## config.mk

```make
export PLATFORM = sky130hd
export DESIGN_NAME = mem_port_arbiter
export DESIGN_NICKNAME = d
export VERILOG_FILES = /design/src/rtl/mem_port_arbiter.sv
export SDC_FILE = /design/constraint.sdc
export NUM_CORES = 1
export LEC_CHECK = 0
export ABC_AREA = 1
export CAP_MARGIN = 15
export CORE_MARGIN = 4
export CORE_UTILIZATION = 43
export CTS_CLUSTER_SIZE = 14
export DETAILED_ROUTE_END_ITERATION = 16
export PLACE_DENSITY_LB_ADDON = 0.1
export SLEW_MARGIN = 30
export SYNTH_ARGS = -nofsm -noshare
export SYNTH_HDL_FRONTEND = slang
export SYNTH_SLANG_ARGS = --single-unit
```

## constraint.sdc

```tcl
create_clock -name clk -period 6.1 [get_ports clk]
set_clock_uncertainty 0.15 [all_clocks]
set_input_delay 1.22 -clock clk [delete_from_list [all_inputs] [get_ports clk]]
set_output_delay 1.22 -clock clk [all_outputs]
set_load 0.02 [all_outputs]
```

## src/rtl/mem_port_arbiter.sv

```systemverilog
// Arbitrates the RV32I fetch and load/store requesters onto one single-ported memory.
// One access in flight at a time; every access is bounded by a watchdog and completes with a ready pulse.
module mem_port_arbiter #(
    parameter int ADDR_WIDTH     = 32,
    parameter int DATA_WIDTH     = 32,
    parameter int MAX_STREAK     = 4,
    parameter int TIMEOUT_CYCLES = 255
) (
    input  logic                    clk,
    input  logic                    rst,
    input  logic                    if_req,
    input  logic [ADDR_WIDTH-1:0]   if_addr,
    output logic [DATA_WIDTH-1:0]   if_rdata,
    output logic                    if_ready,
    input  logic                    d_req,
    input  logic                    d_we,
    input  logic [ADDR_WIDTH-1:0]   d_addr,
    input  logic [DATA_WIDTH-1:0]   d_wdata,
    input  logic [DATA_WIDTH/8-1:0] d_be,
    output logic [DATA_WIDTH-1:0]   d_rdata,
    output logic                    d_ready,
    output logic                    err,
    output logic                    mem_req,
    output logic                    mem_we,
    output logic [ADDR_WIDTH-1:0]   mem_addr,
    output logic [DATA_WIDTH-1:0]   mem_wdata,
    output logic [DATA_WIDTH/8-1:0] mem_be,
    input  logic [DATA_WIDTH-1:0]   mem_rdata,
    input  logic                    mem_ack
);

    // state  | meaning
    // IDLE   | waiting for a request; arbitrates and launches the access
    // ACCESS | mem_req held; waits for mem_ack or watchdog expiry
    // RESP   | owner's ready pulses for one cycle (err set on timeout)

    localparam int SW = $clog2(MAX_STREAK + 1);
    localparam int TW = $clog2(TIMEOUT_CYCLES + 1);
    localparam logic [SW-1:0] STREAK_MAX = SW'(MAX_STREAK);
    localparam logic [TW-1:0] TMR_LOAD   = TW'(TIMEOUT_CYCLES - 1);

    typedef enum logic [1:0] {
        IDLE   = 2'd0,
        ACCESS = 2'd1,
        RESP   = 2'd2
    } state_t;

    state_t          state;
    state_t          state_nxt;
    logic [SW-1:0]   streak;
    logic [TW-1:0]   tmr;
    logic            owner_d;
    logic            any_req;
    logic            grant_d;
    logic            tmr_done;

    always_ff @(posedge clk or posedge rst) begin
        if (rst) begin
            state <= IDLE;
        end else begin
            state <= state_nxt;
        end
    end

    // Fetch is forced through once data has won MAX_STREAK times in a row over it.
    always_comb begin
        any_req   = if_req | d_req;
        grant_d   = d_req & ~(if_req & (streak == STREAK_MAX));
        tmr_done  = (tmr == '0);
        state_nxt = state;
        case (state)
            IDLE:    if (any_req) state_nxt = ACCESS;
            ACCESS:  if (mem_ack || tmr_done) state_nxt = RESP;
            RESP:    state_nxt = IDLE;
            default: state_nxt = IDLE;
        endcase
    end

    always_ff @(posedge clk or posedge rst) begin
        if (rst) begin
            streak    <= '0;
            tmr       <= '0;
            owner_d   <= 1'b0;
            mem_req   <= 1'b0;
            mem_we    <= 1'b0;
            mem_addr  <= '0;
            mem_wdata <= '0;
            mem_be    <= '0;
            if_rdata  <= '0;
            d_rdata   <= '0;
            if_ready  <= 1'b0;
            d_ready   <= 1'b0;
            err       <= 1'b0;
        end else begin
            case (state)
                IDLE: begin
                    if (!if_req) begin
                        streak <= '0;
                    end else if (grant_d) begin
                        if (streak != STREAK_MAX) streak <= streak + SW'(1);
                    end else begin
                        streak <= '0;
                    end
                    if (any_req) begin
                        mem_req <= 1'b1;
                        owner_d <= grant_d;
                        tmr     <= TMR_LOAD;
                        if (grant_d) begin
                            mem_we    <= d_we;
                            mem_addr  <= d_addr;
                            mem_wdata <= d_wdata;
                            mem_be    <= d_we ? d_be : '1;
                        end else begin
                            mem_we    <= 1'b0;
                            mem_addr  <= if_addr;
                            mem_wdata <= '0;
                            mem_be    <= '1;
                        end
                    end
                end
                ACCESS: begin
                    if (mem_ack) begin
                        mem_req <= 1'b0;
                        err     <= 1'b0;
                        if (owner_d) begin
                            if (!mem_we) d_rdata <= mem_rdata;
                            d_ready <= 1'b1;
                        end else begin
                            if_rdata <= mem_rdata;
                            if_ready <= 1'b1;
                        end
                    end else if (tmr_done) begin
                        mem_req <= 1'b0;
                        err     <= 1'b1;
                        if (owner_d) begin
                            d_rdata <= '0;
                            d_ready <= 1'b1;
                        end else begin
                            if_rdata <= '0;
                            if_ready <= 1'b1;
                        end
                    end else begin
                        tmr <= tmr - TW'(1);
                    end
                end
                RESP: begin
                    if_ready <= 1'b0;
                    d_ready  <= 1'b0;
                    err      <= 1'b0;
                end
                default: begin
                    mem_req <= 1'b0;
                end
            endcase
        end
    end

endmodule

```

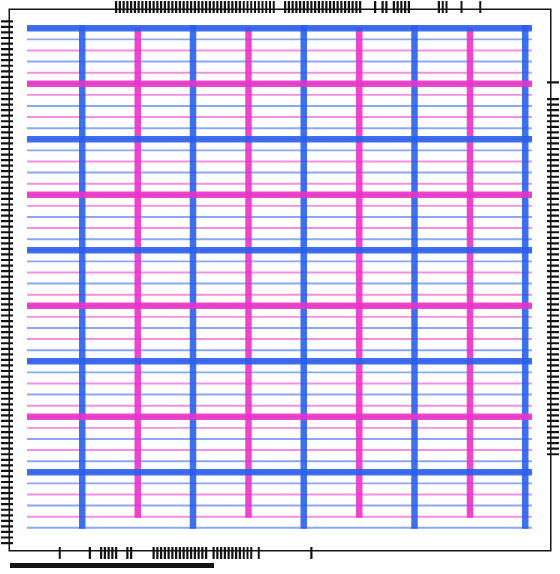
(run_1/floorplan.png)
The bar under the picture is 50 um long. Pins as bars on the die edge.
Key: VDD = magenta; VSS = blue
275 signal pins sit on the boundary. 9 straps on met4. 46 met1 rails follow the rows. 9 straps on met5. The core has 45 rows.

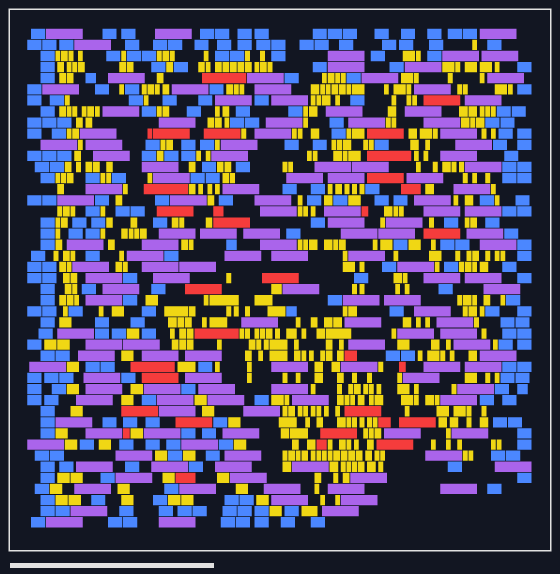
(run_1/class_map.png)
The bar under the picture is 50 um long.
Key: clock drivers and dummy loads = red [cells 32, share of their area 6.7%]; remaining buffers and delay cells = blue [cells 277, share of their area 28%]; remaining logic cells = yellow [cells 498, share of their area 26%]; registers = purple [cells 151, share of their area 39%]
Finished Cell Area: 0.00998 sq mm
num rows: 45
final core occ: 65.9%

==> results.yml, run 1 <==
# generated from flow reports
power_and_ir_drop:
  vdd_drop_max_v: 0.000328
  p_int_mw: 3.41
  comb-power_mw: 2.68
  clkPwrFrac_pct: 20.8
  total_power_mw: 5.61
  pwr-share-comb_pct: 47.7
  powerSeq_mw: 1.77
  p_leak_nw: 4.48
  switchingPower_mw: 2.21
  p_sw_share_pct: 39.3
  power_density_mw_per_mm2: 562
sta:
  clock.fmax_mhz: 293
  fin_tns_setup_ps: 0
  finalClockPeriodUsage_pct: 55.9
  post-route-min-period_ps: 3410
  rsz0062_at_grt: "no"
  tightestPinTransition_ps: 813
  fin_ws_ps: 2690
  timing.final.max_slew_violations: 0
flow_run:
  max-cap-violations: 0
  warnings: 33
min_path:
  hold_end: "if_rdata[4]$_DFFE_PP0P_"
  hp-class: "reg2reg"
  hold_start: "if_rdata[4]$_DFFE_PP0P_"
  whs_path_depth: 2
clocking:
  htreeDepth: 4
  post_cts_resized: 0
  clk_latency_ps: 420
  cts_tree: "built"
  clkSinkCount: 151
die:
  die_height_um: 132
  die_w_um: 132
  io_pins: 275
  die_area_sq_mm: 0.0175
global_routing:
  busiest_layer: "met2"
  grtUsageMet1_pct: 29.0
  grt_pass1_vias: 6219
layout:
  syn2layout_area_growth_pct: 50.2
  fillers: 1203
  mostFrequentLayoutCell: "clkdlybuf4s50_1"
  n_antenna_cell: 0
  final_cell_mix: "273 x clkdlybuf4s50_1, 210 x nand2_1, 151 x dfrtp_1, 67 x a21oi_1, 40 x nor2_1"
  fin_cells: 1146
route:
  drt_iter0_drc: 398
  viasPerCell: 5.32
  first_pass_iters: 5
  vias: 6098
logic_synthesis:
  synth.logic.top_family: "simple AND/OR/NAND/NOR gates"
  top_cells_by_area: "dfrtp_1 57%, nand2_1 12%, a21oi_1 5.0%"
  simple_gate_share_pct: 21.2
  ys.warnings.count: 0
  aoi_share_pct: 14.4
  synth_seq_share_pct: 56.9
  ys_types: 27
  ys_area_sq_mm: 0.00665
  synthesis.nets: 839
  top_area_cell: "dfrtp_1"
  syn_area_sq_mm: 0.00665
  syn_area_per_cell_sq_um: 9.59
  synth_adder_area_share_pct: 1.51
  synth_top_area_share_pct: 56.9
setup_path:
  path_delay_family: "buffers and inverters"
  endpoint_kind: "flop"
  crit_type: "in2reg"
  r2r_start: "state[0]$_DFFE_PP0P_"
  r2r_slack_ps: 3580
  path_buffers: 2
  r2r-end: "tmr[3]$_DFFE_PP0P_"
  arrival_ps: 3620
place:
  hpwlAfterDp_mm: 14.0
  port_buffers: 274
  placedInstanceArea_sq_mm: 0.00933
  pre_cts_ws_ps: 2290
  place_congestion: 0.837
outcome:
  status: "completed"
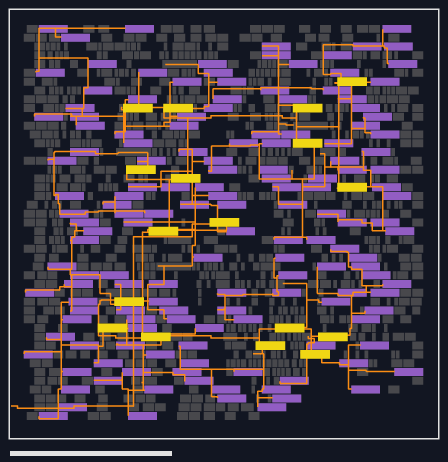
(run_1/clock_wires.png)
The bar under the picture is 50 um long.
Key: flip-flops = purple [count 151]; clock-net drivers = yellow [count 17]; clock wires = orange [length 1,980 um]
Position of the flops: all over the die.

run 1: Yosys cell counts:
cell	n
nor2_2	3
o21ai_1	9
nand3_4	1
ha_1	8
o21ai_0	4
dfrtp_1	151
clkbuf_1	12
nand3_1	29
o22a_1	4
o21ai_2	24
nor2_8	1
nand4_1	35
buf_4	6
inv_2	5
nand2_1	210
inv_1	15
or2_2	2
nand2_2	6
buf_2	8
o21ai_4	1
buf_6	17
buf_1	1
nor2_1	40
o21bai_1	1
a22o_1	32
a21boi_0	1
a21oi_1	67
run 1: cell type report:
type                    count  area (sq um)  area share (%)
flip-flops and latches    151          3780            37.9
repair buffers            277          2760            27.7
multi-input cells         478          2470            24.7
clock buffers              20           457            4.58
well taps                 188           235            2.36
clock inverters            12           198            1.98
inverters                  20          82.6           0.827
==> inputs of run 2 (changes only) <==
--- a/config.mk
+++ b/config.mk
@@ -8,7 +8,7 @@
 export ABC_AREA = 1
 export CAP_MARGIN = 15
 export CORE_MARGIN = 4
-export CORE_UTILIZATION = 43
+export CORE_UTILIZATION = 39
 export CTS_CLUSTER_SIZE = 14
 export DETAILED_ROUTE_END_ITERATION = 16
 export PLACE_DENSITY_LB_ADDON = 0.1
==> constraint.sdc (replaced) <==
create_clock -name clk -period 2.95 [get_ports clk]
set_clock_uncertainty 0.15 [all_clocks]
set_input_delay 0.59 -clock clk [delete_from_list [all_inputs] [get_ports clk]]
set_output_delay 0.59 -clock clk [all_outputs]
set_load 0.02 [all_outputs]
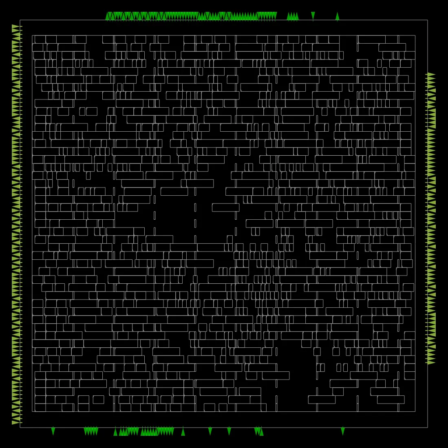
(run_2/placed.png)
tap cell count: 220
core region area: 0.0166 sq mm
num rows: 47

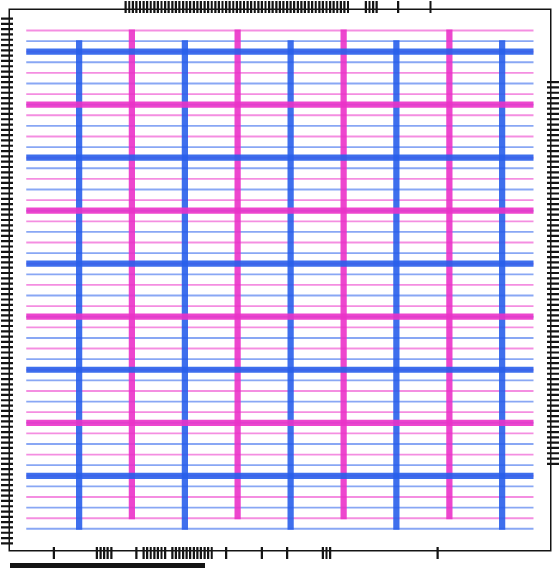
(run_2/floorplan.png)
The bar under the picture is 50 um long. Pins as bars on the die edge.
Key: VDD = magenta; VSS = blue
275 signal pins sit on the boundary. The core has 47 rows. 9 straps on met4. 9 straps on met5.
maximum vdd ir drop: 0.000606 V
Die W: 139 um
die height: 139 um

==> run 2 against run 1 <==
Against the previous run:
- highest routed layer unchanged
- critical path type is now reg2out
- register-to-register slack lost 2700 ps
- critical endpoint is now mem_we
- largest cell class unchanged
- non-clock buffer count grew 7
- routed wire length shrank 2.1%
- worst setup slack lost 2100 ps
==> results.yml, run 2 <==
# generated from flow reports
logic_synthesis:
  synth_top_area_share_pct: 56.9
  yosysMostFrequentCell: "nand2_1"
  aoi_share_pct: 14.4
  ys_types: 27
  yosys_cells: 693
  synthCells: 693
  synthesis.nets: 839
  synth.logic.top_family: "simple AND/OR/NAND/NOR gates"
  synth_flops: 151
  syn_area_per_cell_sq_um: 9.59
  top_cells_by_area: "dfrtp_1 57%, nand2_1 12%, a21oi_1 5.0%"
  flop_cell: "dfrtp_1"
  syn_area_sq_mm: 0.00665
  synth_adder_area_share_pct: 1.51
  synth_seq_share_pct: 56.9
  top_area_cell: "dfrtp_1"
  ys.warnings.count: 0
  edf_count: 0
  netlist_top_cells_count: "210 x nand2_1, 151 x dfrtp_1, 67 x a21oi_1"
  simple_gate_share_pct: 21.2
  ys_area_sq_mm: 0.00665
  xor_area_share_pct: 0
  synthArstFlopShare_pct: 100
setup_path:
  r2r_slack_ps: 850
  critPathCapture: "mem_we"
  worst-path-max-fanout: 3
  path_buffers: 1
  endpoint_kind: "primary output"
  r2r-end: "mem_addr[16]$_DFFE_PP0P_"
  r2r_start: "state[1]$_DFFE_PP0P_"
  worstRegToRegCells: 6
  path_delay_family: "buffers and inverters"
  slowest_delay_ps: 680
  cp_num_cells: 1
  critPathLaunch: "mem_we$_DFFE_PP0P_"
  crit_type: "reg2out"
  crit_chain: "clkdlybuf4s50_1"
  critPathSlowestCell: "clkdlybuf4s50_1"
  required_ps: 2210
  arrival_ps: 1570
layout:
  final-nonclk-buf-share_pct: 28.2
  logic_gate_count: 478
  buffers: 284
  syn2layout_area_growth_pct: 52.0
  drive_gt1_share_pct: 9.12
  fin_cells: 1185
  n_antenna_cell: 0
  mostFrequentLayoutCell: "clkdlybuf4s50_1"
  fillers: 1473
  finish.instance_area_sq_mm: 0.0101
  regArea_sq_mm: 0.00378
  seq_cells: 151
  inverters: 20
  clock_area_share_pct: 6.45
  comb_area_share_pct: 24.4
  seq-cell-share_pct: 37.4
  dominant_cells: "registers"
  nClkBuffers: 17
  combGateArea_sq_mm: 0.00247
  final_cell_mix: "273 x clkdlybuf4s50_1, 210 x nand2_1, 151 x dfrtp_1, 67 x a21oi_1, 40 x nor2_1"
sta:
  rsz0062_at_grt: "no"
  post-route-min-period_ps: 2310
  clock.fmax_mhz: 432
  finalSetupViolCount: 0
  tightestPinTransition_ps: 708
  timing.final.max_slew_violations: 0
  finalClockPeriodUsage_pct: 78.5
  fin_tns_setup_ps: 0
  timing_hold_violations_final: 0
global_routing:
  grt_use_met2_pct: 31.7
  antenna_found_initial: 0
  grt_pass1_vias: 6014
  grt_pass1_wl_mm: 32.3
  busiest_layer: "met2"
  grt.total_usage_pct: 20.8
  grtUsageMet1_pct: 27.5
  gr-usage-met3_pct: 7.83
  grt_overflow: 0
  grt_max_degree: 79
power_and_ir_drop:
  p_leak_nw: 4.51
  total_power_mw: 11.6
  power_density_mw_per_mm2: 1150
outcome:
  status: "completed"
clocking:
  cts_tree: "built"
  clkSinkCount: 151
  numCtsBuffers: 17
  postCtsSetupBuffers: 0
  clk_path_buf_depth: 2
  cts-root-buf: "clkbuf_16"
  hold_buffers: 0
  htreeDepth: 4
  clk_latency_ps: 420
  post_cts_resized: 0
route:
  met3WireLength_mm: 1.79
  wl_mm: 19.8
  route.met2.wl_mm: 9.08
  avgRoutedWirePerCell_um: 16.7
  vias: 5884
  drtAntennaViolNets: 0
  drc: 0
  drt_iter0_drc: 354
  viasPerCell: 4.97
  first_pass_iters: 4
  top_layer: "met4"
place:
  placedInstanceArea_sq_mm: 0.00945
  place_congestion: 0.818
  port_buffers: 274
  hpwlAfterDp_mm: 13.5
min_path:
  hp-class: "reg2reg"
  whs_path_depth: 2
  hold_end: "if_rdata[4]$_DFFE_PP0P_"
  hold_start: "if_rdata[4]$_DFFE_PP0P_"
flow_run:
  max-cap-violations: 0
  warnings: 31
die:
  die_area_sq_mm: 0.0192
  io_pins: 275
  fp_util_pct: 39.9
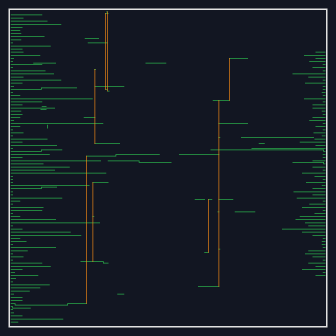
(run_2/layers.png)
Only two layers are drawn.
Key: M3 = green [wire length 1,790 um]; M4 = orange [wire length 323 um]

[run 2: logic make-up (layout without fill, tap and decap cells)]
group	count (synthesis)	in the layout
AND-OR/OR-AND	143	143
buffers and inverters	64	336
flip-flops	151	151
AND/OR/NAND/NOR	327	327
adder cells (fa/ha/maj)	8	8
[run 2: through the flow]
stage	setup WS (ps)	hold slack [ps]	utilization, %
floorplan	307	292	-
global placement	516	303	56.8
detailed placement	464	308	56.8
CTS	628	324	60.7
global route	611	336	60.7
finish	635	316	60.7
[run 2: power by group]
| part | switching [mW] | total [mW] | internal [mW] |
|---|---|---|---|
| combinational | 3.05 | 5.53 | 2.48 |
| clock | 0.891 | 2.40 | 1.51 |
| sequential | 0.595 | 3.64 | 3.05 |
==> inputs of run 3 (changes only) <==
==> constraint.sdc (replaced) <==
create_clock -name clk -period 1.9 [get_ports clk]
set_clock_uncertainty 0.15 [all_clocks]
set_input_delay 0.38 -clock clk [delete_from_list [all_inputs] [get_ports clk]]
set_output_delay 0.38 -clock clk [all_outputs]
set_load 0.02 [all_outputs]
==> run 3 against run 2 <==
Against the previous run:
- worst setup slack got worse by 540 ps
- utilization rose by 1.1 points
- cell area up 1.9%
- worst hold slack got worse by 150 ps
- register-to-register slack got worse by 750 ps
- sequential power grew 53%
- largest power group unchanged
- sequential share of layout area down 0.69 points
- critical endpoint is now d_rdata[30]$_DFFE_PP0P_
- via count increased by 3.1%
- flip-flop count stayed put
==> results.yml, run 3 <==
# generated from flow reports
logic_synthesis:
  ys_types: 27
  synth.logic.top_family: "simple AND/OR/NAND/NOR gates"
  flop_cell: "dfrtp_1"
  synthesis.nets: 839
  ys.warnings.count: 0
  simple_gate_share_pct: 21.2
  yosysMostFrequentCell: "nand2_1"
  top_area_cell: "dfrtp_1"
  top_cells_by_area: "dfrtp_1 57%, nand2_1 12%, a21oi_1 5.0%"
  yosys_cells: 693
  aoi_share_pct: 14.4
  synthCells: 693
  synth_top_area_share_pct: 56.9
layout:
  comb_area_share_pct: 24.2
  final_cell_mix: "210 x nand2_1, 151 x dfrtp_1, 137 x dlygate4sd2_1, 136 x clkdlybuf4s50_1, 67 x a21oi_1"
  mostFrequentLayoutCell: "nand2_1"
  inverters: 20
  fillers: 1469
  syn2layout_area_growth_pct: 54.9
  regArea_sq_mm: 0.00378
  final-nonclk-buf-share_pct: 29.8
  logic_gate_count: 479
  clock_area_share_pct: 5.82
  buffers: 318
  combGateArea_sq_mm: 0.00249
  finish.instance_area_sq_mm: 0.0103
sta:
  post-route-min-period_ps: 1800
  finalSetupViolCount: 0
  clock.fmax_mhz: 554
global_routing:
  antenna_found_initial: 0
  grt_pass1_wl_mm: 32.4
  grt_overflow: 0
  grt_pass1_vias: 6065
  grt_max_degree: 82
min_path:
  hp-class: "in2reg"
  hold_end: "tmr[0]$_DFFE_PP0P_"
  whs_path_depth: 4
  hold_start: "mem_ack"
power_and_ir_drop:
  switchingPower_mw: 7.08
  p_clk_mw: 3.44
  pwr-share-comb_pct: 47.7
  clkPwrFrac_pct: 20.0
  sequentialPowerShare_pct: 32.3
  p_sw_share_pct: 41.1
  top_power_group: "combinational logic"
  p_leak_nw: 5.05
  powerSeq_mw: 5.58
setup_path:
  crit_type: "reg2reg"
  slowest_delay_ps: 380
  r2r_slack_ps: 100
  path_buffers: 4
  r2r_start: "tmr[0]$_DFFE_PP0P_"
  arrival_ps: 2000
  r2r-end: "d_rdata[30]$_DFFE_PP0P_"
  critPathLaunch: "tmr[0]$_DFFE_PP0P_"
  cp_num_cells: 10
  critPathSlowestCell: "dfrtp_1"
  endpoint_kind: "flop"
  crit_chain: "inv_1, ha_2, inv_1, nor2_1, nand2_1, nand2_2, nand3_4, buf_12, buf_4, o21ai_2"
clocking:
  postCtsSetupBuffers: 0
  clkSinkCount: 151
  post_cts_resized: 137
  cts_tree: "built"
  numCtsBuffers: 17
  cts-root-buf: "clkbuf_16"
  clk_path_buf_depth: 2
route:
  wl_mm: 20.3
  viasPerCell: 4.97
  avgRoutedWirePerCell_um: 16.7
  vias: 6069
  first_pass_iters: 5
place:
  place_congestion: 0.872
  placedInstanceArea_sq_mm: 0.00976
die:
  nWellTaps: 220
  num_rows: 47
  core-area_sq_mm: 0.0166
  die_height_um: 139
  die_w_um: 139
flow_run:
  warnings: 32
outcome:
  status: "completed"
-- run 3: cell counts after synthesis --
Identical to the previous run, type by type.
-- run 3: stage by stage --
step	setup TNS [ps]	power, mW	setup slack [ps]	hold slack [ps]	std cells
finish	0	17.2	95.8	169	1220
global route	-66.2	18.4	-23.6	191	1220
CTS	0	17.3	19.0	143	1213
detailed placement	-4830	14.8	-130	308	1181
global placement	-2410	14.7	-52.2	303	1181
floorplan	-80480	10.5	-533	292	693
-- run 3: routing by layer --
layer  vias to the layer above  GRT usage, %  wire length [um]
li1                       2926             -                 -
met1                      2855          27.6              8730
met2                       264          31.7              9210
met3                        24          7.97              2020
met4                         0          6.71               359
met5                         -             0                 0
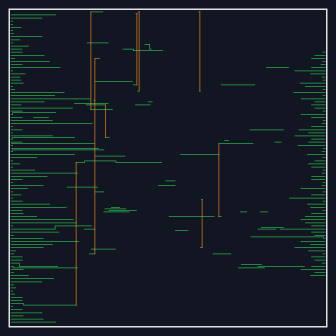
(run_3/layers.png)
Only two layers are drawn.
Key: M3 = green [wire length 2,020 um]; M4 = orange [wire length 359 um]

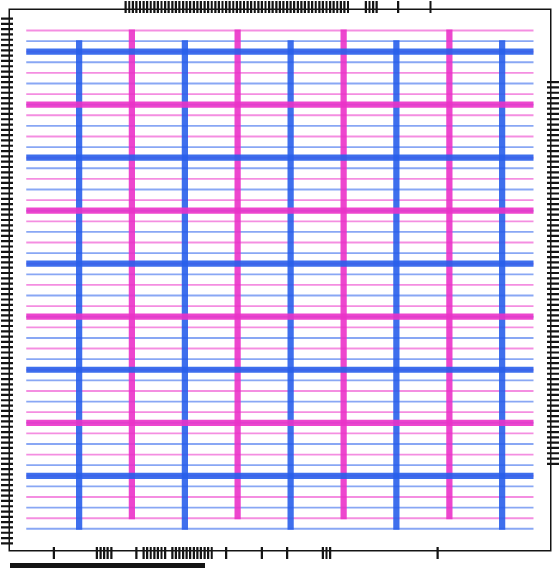
(run_3/floorplan.png)
The bar under the picture is 50 um long. Pins as bars on the die edge.
Key: VDD = magenta; VSS = blue
275 signal pins sit on the boundary. 48 met1 rails follow the rows. 9 straps on met5. The core has 47 rows.

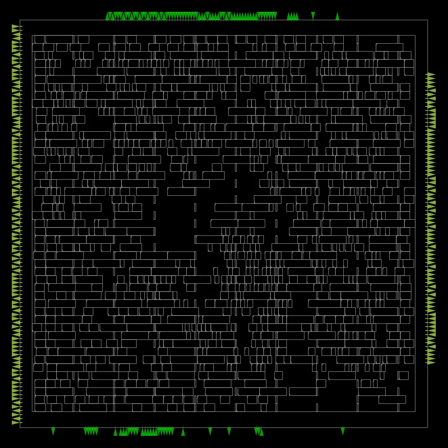
(run_3/placed.png)
Seq area share: 36.7%
final core occ: 61.8%
final non-filler cell total: 1,220
Flops: 151

No activity file was given, so power comes from the tool's default toggle rates.
